Figure 1. PDN straps and rails (run 1).
Bar = 50 µm. Pins as bars on the die edge.
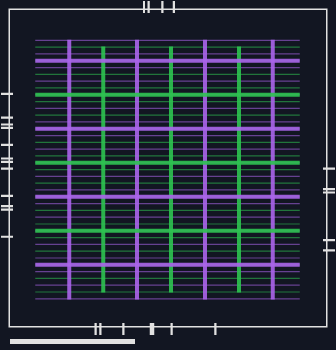
Figure 2. Cells colored by class (run 1).
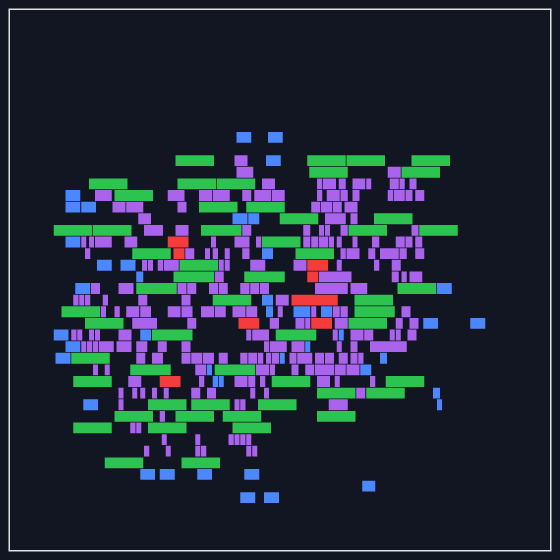
Figure 3. Routed clock nets over the placement (run 1).
Bar = 50 µm.
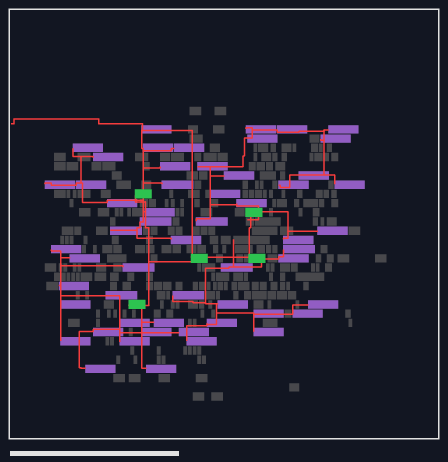
### src/rtl/midi_pkg.sv
// Shared MIDI definitions for the midi_out message transmitter.
//   - channel-message codes (upper nibble of the status byte)
//   - message FSM state enumeration
//   - data_bytes(): number of data bytes that follow a given status code
package midi_pkg;

  localparam logic [3:0] NOTE_OFF      = 4'h8;
  localparam logic [3:0] NOTE_ON       = 4'h9;
  localparam logic [3:0] POLY_PRESSURE = 4'hA;
  localparam logic [3:0] CONTROL       = 4'hB;
  localparam logic [3:0] PROGRAM       = 4'hC;
  localparam logic [3:0] CHAN_PRESSURE = 4'hD;
  localparam logic [3:0] PITCH         = 4'hE;

  typedef enum logic [1:0] {
    StIdle,
    StStatus,
    StData1,
    StData2
  } midi_state_e;

  // Codes without bit 3 set are not channel messages and carry no bytes.
  function automatic logic [1:0] data_bytes(input logic [3:0] code);
    logic [1:0] n;
    n = 2'd0;
    case (code)
      PROGRAM, CHAN_PRESSURE:                         n = 2'd1;
      NOTE_OFF, NOTE_ON, POLY_PRESSURE, CONTROL, PITCH: n = 2'd2;
      default:                                        n = 2'd0;
    endcase
    return n;
  endfunction

endpackage

### src/rtl/midi_tx_byte.sv
// Single-byte MIDI serializer: start bit (0), 8 data bits LSB first, stop bit (1),
// each BIT_DIV clocks long.
// Ports:
//   clk, rst_n  clock, asynchronous active-low reset
//   start       load data; start bit appears on the next cycle (overrides any
//               frame in progress, which allows back-to-back bytes)
//   data        byte to send, sampled when start is high
//   tx          serial output, high when idle
//   done        high during the final clock of the stop bit
module midi_tx_byte #(
  parameter int unsigned BIT_DIV = 1600
) (
  input  logic       clk,
  input  logic       rst_n,
  input  logic       start,
  input  logic [7:0] data,
  output logic       tx,
  output logic       done
);

  localparam int unsigned CntW = (BIT_DIV > 1) ? $clog2(BIT_DIV) : 1;
  localparam logic [CntW-1:0] CntLast = CntW'(BIT_DIV - 1);

  logic [9:0]      shift_q;
  logic [3:0]      bit_q;
  logic [CntW-1:0] baud_q;
  logic            active_q;
  logic            bit_end;

  assign bit_end = (baud_q == CntLast);
  assign done    = active_q && bit_end && (bit_q == 4'd9);
  // Mux from flops: reset clears active_q asynchronously, forcing tx high at once.
  assign tx      = active_q ? shift_q[0] : 1'b1;

  always_ff @(posedge clk or negedge rst_n) begin
    if (!rst_n) begin
      active_q <= 1'b0;
      shift_q  <= '1;
      bit_q    <= 4'd0;
      baud_q   <= '0;
    end else if (start) begin
      active_q <= 1'b1;
      shift_q  <= {1'b1, data, 1'b0};
      bit_q    <= 4'd0;
      baud_q   <= '0;
    end else if (active_q) begin
      if (bit_end) begin
        baud_q  <= '0;
        shift_q <= {1'b1, shift_q[9:1]};
        if (bit_q == 4'd9) begin
          active_q <= 1'b0;
        end else begin
          bit_q <= bit_q + 4'd1;
        end
      end else begin
        baud_q <= baud_q + 1'b1;
      end
    end
  end

endmodule

### src/rtl/midi_out.sv
// MIDI channel-message transmitter with optional running status.
// Ports:
//   clk, rst_n      clock, asynchronous active-low reset
//   msg_valid/ready message handshake; fields captured on acceptance
//   ch_message      status code (8..E), chan: channel 0..15
//   data1, data2    7-bit data bytes
//   tx              MIDI serial output, idles high
//   busy            high from acceptance until the last stop bit ends
module midi_out
  import midi_pkg::*;
#(
  parameter int unsigned CLK_HZ         = 50000000,
  parameter int unsigned BAUD           = 31250,
  parameter int unsigned RUNNING_STATUS = 1
) (
  input  logic       clk,
  input  logic       rst_n,
  input  logic       msg_valid,
  output logic       msg_ready,
  input  logic [3:0] ch_message,
  input  logic [3:0] chan,
  input  logic [6:0] data1,
  input  logic [6:0] data2,
  output logic       tx,
  output logic       busy
);

  localparam int unsigned BIT_DIV = CLK_HZ / BAUD;

  midi_state_e state_q, state_d;
  logic [3:0]  code_q;
  logic [6:0]  data1_q, data2_q;
  logic [7:0]  last_status_q, last_status_d;
  logic        drop_q, drop_d;
  logic        ready_en_q;
  logic        capture;
  logic        accept;
  logic        suppress;
  logic [7:0]  new_status;
  logic        tx_start;
  logic [7:0]  tx_data;
  logic        tx_done;

  assign accept     = msg_valid && msg_ready;
  assign new_status = {ch_message, chan};
  assign suppress   = (RUNNING_STATUS != 0) && (new_status == last_status_q);

  // ready_en_q holds msg_ready low until the first edge after reset release;
  // drop_q stretches busy over the single cycle of a discarded message.
  assign msg_ready = ready_en_q && (state_q == StIdle) && !drop_q;
  assign busy      = (state_q != StIdle) || drop_q;

  always_comb begin
    state_d       = state_q;
    last_status_d = last_status_q;
    drop_d        = 1'b0;
    capture       = 1'b0;
    tx_start      = 1'b0;
    tx_data       = 8'h00;
    unique case (state_q)
      StIdle: begin
        if (accept) begin
          if (!ch_message[3]) begin
            drop_d = 1'b1;
          end else begin
            capture  = 1'b1;
            tx_start = 1'b1;
            if (suppress) begin
              tx_data = {1'b0, data1};
              state_d = StData1;
            end else begin
              tx_data       = new_status;
              last_status_d = new_status;
              state_d       = StStatus;
            end
          end
        end
      end
      StStatus: begin
        if (tx_done) begin
          tx_start = 1'b1;
          tx_data  = {1'b0, data1_q};
          state_d  = StData1;
        end
      end
      StData1: begin
        if (tx_done) begin
          if (data_bytes(code_q) == 2'd2) begin
            tx_start = 1'b1;
            tx_data  = {1'b0, data2_q};
            state_d  = StData2;
          end else begin
            state_d = StIdle;
          end
        end
      end
      StData2: begin
        if (tx_done) begin
          state_d = StIdle;
        end
      end
      default: state_d = StIdle;
    endcase
  end

  always_ff @(posedge clk or negedge rst_n) begin
    if (!rst_n) begin
      state_q       <= StIdle;
      last_status_q <= 8'h00;
      drop_q        <= 1'b0;
      ready_en_q    <= 1'b0;
      code_q        <= 4'h0;
      data1_q       <= 7'h00;
      data2_q       <= 7'h00;
    end else begin
      state_q       <= state_d;
      last_status_q <= last_status_d;
      drop_q        <= drop_d;
      ready_en_q    <= 1'b1;
      if (capture) begin
        code_q  <= ch_message;
        data1_q <= data1;
        data2_q <= data2;
      end
    end
  end

  midi_tx_byte #(
    .BIT_DIV(BIT_DIV)
  ) u_tx_byte (
    .clk  (clk),
    .rst_n(rst_n),
    .start(tx_start),
    .data (tx_data),
    .tx   (tx),
    .done (tx_done)
  );

endmodule

### config.mk
export PLATFORM = sky130hd
export DESIGN_NAME = midi_out
export DESIGN_NICKNAME = d
export VERILOG_FILES = /design/src/rtl/midi_pkg.sv /design/src/rtl/midi_tx_byte.sv /design/src/rtl/midi_out.sv
export SDC_FILE = /design/constraint.sdc
export NUM_CORES = 1
export LEC_CHECK = 0
export CAP_MARGIN = 20
export CORE_MARGIN = 10
export CORE_UTILIZATION = 25
export CTS_BUF_LIST = sky130_fd_sc_hd__clkbuf_4 sky130_fd_sc_hd__clkbuf_8
export DETAILED_ROUTE_END_ITERATION = 8
export GPL_TIMING_DRIVEN = 0
export RECOVER_POWER = 25
export SYNTH_ARGS = -nofsm -noshare
export SYNTH_HDL_FRONTEND = slang
export SYNTH_SLANG_ARGS = --single-unit
### constraint.sdc
create_clock -name clk -period 2.3 [get_ports clk]
set_input_delay 0.46 -clock clk [delete_from_list [all_inputs] [get_ports clk]]
set_output_delay 0.46 -clock clk [all_outputs]
set_load 0.05 [all_outputs]
==> reports/metrics.yaml, run 1 <==
dp_hpwl_um: 5250
synthTopCellsByArea: "dfrtp_1 (41%), nand2_1 (8.9%), dfstp_2 (8.4%)"
coreArea_um2: 10900
route.met2.wl_um: 3310
synth.most_common_cell: "nand2_1"
final.setup.tns_ns: 0
status: "finished, final reports clean"
grt_first_pass_wirelength_um: 12000
hp-class: "in -> async"
p_seq_share_pct: 56.4
htreeDepth: 2
die_x_um: 126
cp_num_buf_inv: 1
numPortBuffers: 27
drt_wl_total_um: 7080
xor_share_pct: 4.64
met3_usage_pct: 1.75
setup.worst_path.class: "reg -> out"
first_global_vias: 2348
cp_cell_sequence: "nand2b_1 > clkdlybuf4s50_1"
crit_start: "u_tx_byte.shift_q[0]$_DFFE_PN1P_"
comb_share_pct: 40.5
fp_nets: 317
tightestPinTransition_ns: 1.18
synth.distinct_cells: 53
p_leak_nw: 1.53
logic_area_um2: 1390
max_cap_viol_count: 0
r2r_start: "u_tx_byte.baud_q[7]$_DFFE_PN0P_"
reg_top3: "u_tx_byte.baud_q (11), u_tx_byte.shift_q (9), last_status_q (8)"
synth_async_sr_flop_share_pct: 100
edf_count: 0
max_stage_delay_ns: 0.81
arrival_ns: 1.76
share_comb_of_total_power_pct: 4.8
use_met1_pct: 12.0
io_pins: 28
setup_viol: 0
tool_warnings: 27
flop_cell: "dfrtp_1"
syn-cell-area_um2: 2830
simple_gate_share_pct: 23.8
clockPowerShare_pct: 38.9
nNetsFinal: 356
crit_family: "buffers and inverters"
power-top-group: "sequential cells"
top_logic_kind: "simple AND/OR/NAND/NOR gates"
period_used_pct: 96.3
fin_util_pct: 31.4
yosysWarningCount: 0
r2r_cells: 5
vias: 2261
seq_share_pct: 40.4
postCtsSetupRepairBufs: 1
drv_slew: 0
period_minus_slack_ns: 2.22
nNonClkInverters: 4
crit_fanout: 2
num_rows: 38
seq_power_w: 0.000968
slew-limit-headroom_pct: 21.1
cts_tree: "yes"
grt_max_degree: 35
largest_reg_flops: 11
fmaxAchievable_ghz: 0.451
fp_util_pct: 25.9
comb_cells: 219
crit_slowest_cell: "clkdlybuf4s50_1"
critPathCaptureType: "primary output"
drive_gt1_share_pct: 15.5
die_h_um: 126
layout.nonclk_buf_share_pct: 10.2
final_common_cell: "nand2_1"
post_drt_via_cell_ratio: 4.82
nWellTaps: 140
drc: 0
worstSetupEndpoint: "tx"
postCtsHoldBufs: 0
yosys_register_bits: 55
required_ns: 1.84
die_area_um2: 16000
postLayoutCellArea_um2: 3430
dp.cells: 457
drtIter0Drc: 95
ys_cells: 289
ys_top_cells_by_count: "nand2_1 (67), dfrtp_1 (46), nor2_1 (14)"
signal_buffers: 43
reg2reg_to: "u_tx_byte.bit_q[1]$_DFFE_PN0P_"
About Figure 1:
VDD: shown in green. VSS: shown in purple.
7 straps on met5. 39 met1 rails follow the rows. 28 signal pins sit on the boundary. The core has 38 rows.

About Figure 2:
remaining logic cells: shown in purple, cells 223, share of their area 43%. registers: shown in green, cells 55, share of their area 43%. clock drivers and dummy loads: shown in red, cells 8, share of their area 3.5%. remaining buffers and delay cells: shown in blue, cells 43, share of their area 11%.

About Figure 3:
flip-flops: shown in purple, count 55. clock-net drivers: shown in green, count 5. clock wires: shown in red, length 746 µm.
There are 6 routed clock nets.
clk_lat worst skew: 0.31 ns
Max Clock Skew: 0.0123 ns
Clk power: 0.000668 W

Figure 4. Signal wires by layer (run 1).
Bar = 50 µm.
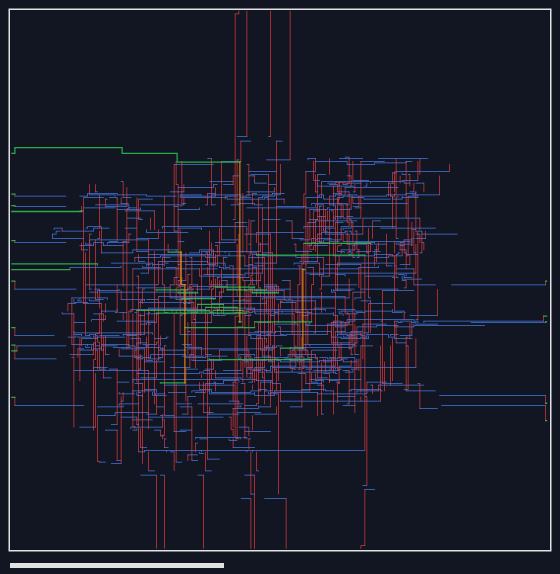

==> run 2, diff against run 1 <==
Settings changed: ABC_AREA set to 1, CORE_UTILIZATION 25 to 55, PLACE_DENSITY set to 0.77.
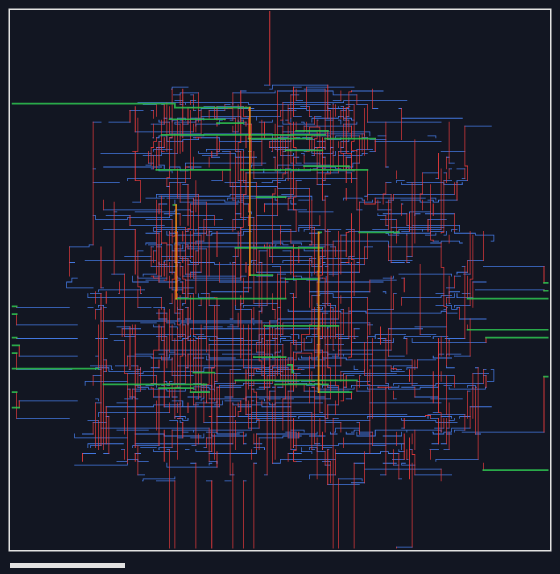
Figure 5: run 2, signal wires by layer.
Bar = 20 µm.
M3: shown in green, wire length 376 µm. M4: shown in orange, wire length 73.4 µm. M2: shown in red, wire length 3130 µm. M1: shown in blue, wire length 3260 µm.

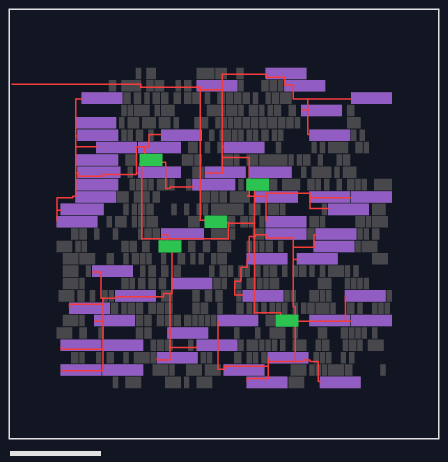
Figure 6: run 2, routed clock nets over the placement.
Bar = 20 µm.
clock wires: shown in red, length 626 µm. clock-net drivers: shown in green, count 5. flip-flops: shown in purple, count 55.
There are 6 routed clock nets.
Clk power: 0.000548 W
Clock Power Share: 34.2%
Max Clock Skew: 0.0138 ns

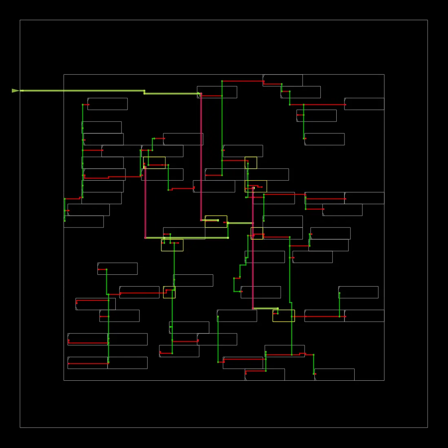
Figure 7: run 2, clock nets.
CTS buffer count: 5
flip-flops: 55

==> reports/metrics.yaml, run 2 <==
status: "finished, final reports clean"
setup.worst_path.class: "reg -> out"
clkLatencyLatePin_ns: 0.31  # about the same
drt_wl_total_um: 6840  # -3.4%
nWellTaps: 70  # -50%
synth.largest_area_cell: "dfrtp_1"
flop_cell: "dfrtp_1"
crit_fanout: 10  # +8
drc: 0  # unchanged
yosys_register_bits: 55  # unchanged
fmaxAchievable_ghz: 0.456  # +0.95%
synth.distinct_cells: 35  # -34%
postCtsSetupRepairBufs: 0  # -1
clockRootBuffer: "clkbuf_8"
drtIter0Drc: 225  # +140%
route.met2.wl_um: 3130  # -5.5%
power-top-group: "sequential cells"
simple_gate_share_pct: 31.8  # +8.1 points
seq_power_w: 0.000968  # about the same
postLayoutCellArea_um2: 3490  # +1.6%
fp_nets: 422  # +33%
met3_usage_pct: 3.60  # +1.8 points
post_drt_via_cell_ratio: 5.35  # +11%
worstSetupEndpoint: "tx"
tightestPinTransition_ns: 1.22  # +0.0374 ns
dp.cells: 492  # +7.7%
comb_share_pct: 40.1  # -0.39 points
syn-cell-area_um2: 3030  # +7.0%
r2r_start: "u_tx_byte.baud_q[0]$_DFFE_PN0P_"
signal_buffers: 41  # -4.7%
drv_slew: 0  # unchanged
first_global_vias: 2548  # +8.5%
fin_util_pct: 66.6  # +35 points
die_x_um: 94.2  # -25%
xor_share_pct: 2.02  # -2.6 points
max_stage_delay_ns: 0.44  # -0.37 ns
top_layer: "met4"
tool_warnings: 27  # unchanged
synthTopCellsByArea: "dfrtp_1 (38%), nand2_1 (14%), nand3_1 (8.4%)"
cp_cell_sequence: "inv_2 > clkbuf_2 > or2_2 > clkdlybuf4s15_2"
num_rows: 26  # -32%
edf_count: 0  # unchanged
cts_tree: "yes"
top_logic_kind: "simple AND/OR/NAND/NOR gates"
grtUsageMet2_pct: 26.0
max_cap_viol_count: 0  # unchanged
synthToLayoutAreaGrowth_pct: 15.2
ant_nets: 0
layout.nonclk_buf_share_pct: 9.68  # -0.56 points
fp_util_pct: 57.8  # +32 points
setup_viol: 0  # unchanged
crit_slowest_cell: "dfrtp_2"
coreArea_um2: 5240  # -52%
htreeDepth: 2  # unchanged
die_area_um2: 8870  # -44%
cp_num_buf_inv: 3  # +2
vias: 2681  # +19%
comb_cells: 278  # +27%
arrival_ns: 1.73  # -0.03 ns
pre_cts_slack_ns: -0.353
final_cell_mix: "nand2_1 (116), nand3_1 (51), inv_1 (46), dfrtp_1 (45), o21ai_0 (36)"
grt_max_degree: 34  # -2.9%
period_used_pct: 95.4  # -0.91 points
r2r_cells: 8  # +3
slew-limit-headroom_pct: 18.6  # -2.5 points
postCtsHoldBufs: 0  # unchanged
numPortBuffers: 27  # unchanged
logic_area_um2: 1400  # +0.63%
reg_top3: "u_tx_byte.baud_q (11), u_tx_byte.shift_q (9), last_status_q (8)"
dp_hpwl_um: 5150  # -1.9%
period_minus_slack_ns: 2.19  # -0.0209 ns
final_common_cell: "nand2_1"
ys_sh_mux_pct: 0
p_seq_share_pct: 60.4  # +4.0 points
final.setup.tns_ns: 0  # unchanged
nNonClkInverters: 49  # +45
largest_reg_flops: 11  # unchanged
hp-class: "in -> async"
drive_gt1_share_pct: 12.8  # -2.7 points
ys_cells: 394  # +36%
synth.most_common_cell: "nand2_1"
grt_first_pass_wirelength_um: 11800  # -1.9%
crit_start: "u_tx_byte.active_q$_DFF_PN0_"
use_met1_pct: 21.5  # +9.5 points
ys_top_cells_by_count: "nand2_1 (116), nand3_1 (51), dfrtp_1 (46), inv_1 (46), o21ai_0 (36)"
nNetsFinal: 458  # +29%
seq_share_pct: 39.8  # -0.60 points
reg2reg_to: "u_tx_byte.baud_q[2]$_DFFE_PN0P_"
critPathCaptureType: "primary output"
io_pins: 28  # unchanged
num_antenna_cells: 0
share_comb_of_total_power_pct: 5.5  # +0.7 points
die_h_um: 94.2  # -25%
synth_async_sr_flop_share_pct: 100  # unchanged
yosysWarningCount: 0  # unchanged
crit_family: "buffers and inverters"
required_ns: 1.84  # about the same
p_leak_nw: 1.67  # +9.0%
==> run 3, diff against run 2 <==
Settings changed: SLEW_MARGIN set to 10.
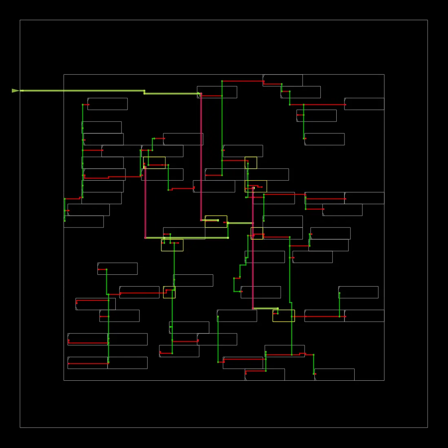
Figure 8: run 3, clock nets.
clock buffer count: 8
TritonCTS sink count: 55

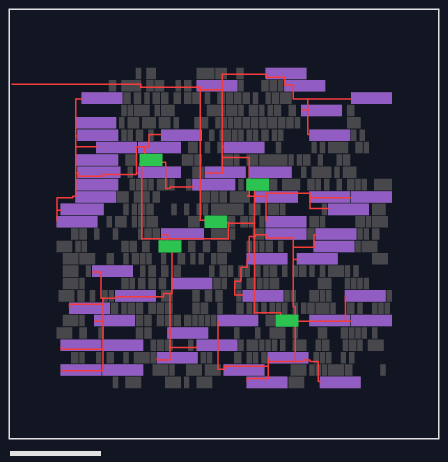
Figure 9: run 3, routed clock nets over the placement.
Bar = 20 µm.
clock-net drivers: shown in green, count 5. flip-flops: shown in purple, count 55. clock wires: shown in red, length 626 µm.
There are 6 routed clock nets.

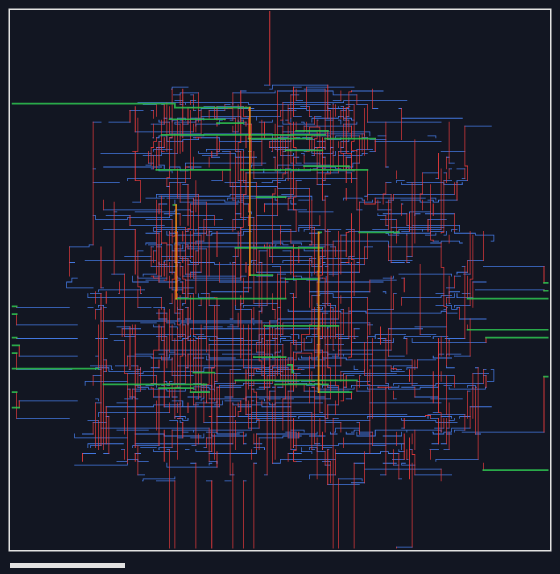
Figure 10: run 3, signal wires by layer.
Bar = 20 µm.
M1: shown in blue, wire length 3260 µm. M4: shown in orange, wire length 73.4 µm. M2: shown in red, wire length 3130 µm. M3: shown in green, wire length 376 µm.
wire per inst: 13.7 µm
via count: 2681

==> reports/metrics.yaml, run 3 <==
power_w: 0.00160
critical_path_depth: 4
dp.cells: 492  # unchanged
nNonClkInverters: 49  # unchanged
syn-cell-area_um2: 3030  # unchanged
seq_power_w: 0.000968  # about the same
reg2reg_to: "u_tx_byte.baud_q[2]$_DFFE_PN0P_"
seq_area_um2: 1390
power_clock_w: 0.000548  # about the same
power_combinational_w: 0.0000876
cp_cell_sequence: "inv_2 > clkbuf_2 > or2_2 > clkdlybuf4s15_2"
place_area_um2: 3400
hold_viol_final: 0
ys_top_cells_by_count: "nand2_1 (116), nand3_1 (51), dfrtp_1 (46), inv_1 (46), o21ai_0 (36)"
grt_setup_unrepaired: "no"
finalWorstSetupSlack_ns: 0.106
clk_share_pct: 2.62
max_stage_delay_ns: 0.44  # about the same
crit_start: "u_tx_byte.active_q$_DFF_PN0_"
p_int_w: 0.00126
drive_gt1_share_pct: 12.8  # unchanged
synth.most_common_cell: "nand2_1"
p_leak_nw: 1.67  # unchanged
r2r_start: "u_tx_byte.baud_q[0]$_DFFE_PN0P_"
nNetsFinal: 458  # unchanged
fp_util_pct: 57.8  # unchanged
reg_top3: "u_tx_byte.baud_q (11), u_tx_byte.shift_q (9), last_status_q (8)"
syn_avg_cell_area_um2: 7.69
cts_buffers: 5  # unchanged
setup.worst_path.class: "reg -> out"
tool_warnings: 27  # unchanged
met1_length_um: 3260
hp-class: "in -> async"
setup_viol: 0  # unchanged
nWellTaps: 70  # unchanged
fp_nets: 422  # unchanged
arrival_ns: 1.73  # about the same
cts_tree: "yes"
clockPowerShare_pct: 34.2  # about the same
tightestPinTransition_ns: 1.22  # unchanged
grt_first_pass_wirelength_um: 11800  # unchanged
crit_slowest_cell: "dfrtp_2"
top_layer: "met4"
power_density_nw_per_um2: 460
top_logic_kind: "simple AND/OR/NAND/NOR gates"
logic_area_um2: 1400  # unchanged
ys_cells: 394  # unchanged
clockRootBuffer: "clkbuf_8"
yosys_register_bits: 55  # unchanged
pre_cts_slack_ns: -0.353  # unchanged
fin_util_pct: 66.6  # unchanged
ant_nets: 0  # unchanged
seq_share_pct: 39.8  # unchanged
p_seq_share_pct: 60.4  # about the same
ff_count: 55  # unchanged
ys_sh_mux_pct: 0  # unchanged
r2r_cells: 8  # unchanged
ir_drop_v: 0.000321
top_usage_layer: "met2"
postLayoutCellArea_um2: 3490  # unchanged
ys_sh_aoi_pct: 10.9
coreArea_um2: 5240  # unchanged
route.met2.wl_um: 3130  # unchanged
die_area_um2: 8870  # unchanged
simple_gate_share_pct: 31.8  # unchanged
clkLatencyLatePin_ns: 0.31  # about the same
postCtsHoldBufs: 0  # unchanged
htreeDepth: 2  # unchanged
slew-limit-headroom_pct: 18.6  # unchanged
synth_async_sr_flop_share_pct: 100  # unchanged
crit_family: "buffers and inverters"
synth.distinct_cells: 35  # unchanged
synth.largest_area_cell: "dfrtp_1"
required_ns: 1.84  # about the same
layout.nonclk_buf_share_pct: 9.68  # unchanged
syn_inst: 394
power-top-group: "sequential cells"
die_h_um: 94.2  # unchanged
final_common_cell: "nand2_1"
synth-area-yosys_um2: 3030
io_pins: 28  # unchanged
critPathCaptureType: "primary output"
num_antenna_cells: 0  # unchanged
period_minus_slack_ns: 2.19  # unchanged
top_register: "u_tx_byte.baud_q"
cp_num_buf_inv: 3  # unchanged
grt.overflow.total: 0
drv_slew: 0  # unchanged
fillers: 471
p_sw_w: 0.000340
numPortBuffers: 27  # unchanged
largest_reg_flops: 11  # unchanged
post_drt_via_cell_ratio: 5.35  # unchanged
drc: 0  # unchanged
xor_share_pct: 2.02  # unchanged
comb_share_pct: 40.1  # unchanged
grtUsageMet2_pct: 26.0  # unchanged
drtIter0Drc: 225  # unchanged
ctsResizeCount: 7
ys_seq_share_pct: 45.8
signal_buffers: 41  # unchanged
place_congestion: 0.919
fmaxAchievable_ghz: 0.456  # unchanged
crit_fanout: 10  # unchanged
share_comb_of_total_power_pct: 5.5  # about the same
grt_max_degree: 34  # unchanged
edf_count: 0  # unchanged
synthToLayoutAreaGrowth_pct: 15.2  # unchanged
dr.pass1.iters: 4
drt_wl_total_um: 6840  # unchanged
final_cell_mix: "nand2_1 (116), nand3_1 (51), inv_1 (46), dfrtp_1 (45), o21ai_0 (36)"
comb_cells: 278  # unchanged
period_used_pct: 95.4  # unchanged
final.setup.tns_ns: 0  # unchanged
gr-usage-all-layers_pct: 16.2
wl_met3_um: 375
whs_ns: 0.376
first_global_vias: 2548  # unchanged
num_rows: 26  # unchanged
die_x_um: 94.2  # unchanged
status: "finished, final reports clean"
yosysWarningCount: 0  # unchanged
r2r_slack_ns: 0.24
worstSetupEndpoint: "tx"
synthTopCellsByArea: "dfrtp_1 (38%), nand2_1 (14%), nand3_1 (8.4%)"
ys_sh_adder_pct: 1.24
dp_hpwl_um: 5150  # unchanged
area_dominant_class: "combinational gates"
max_cap_viol_count: 0  # unchanged
final_cells: 501
clk_pin_slew_ns: 0.09
met3_usage_pct: 3.60  # unchanged
flop_cell: "dfrtp_1"
fin_worst_skew_ns: 0.0138  # unchanged
use_met1_pct: 21.5  # unchanged
postCtsSetupRepairBufs: 0  # unchanged
Power figures rest on the tool's default switching activity, not on a simulated workload.
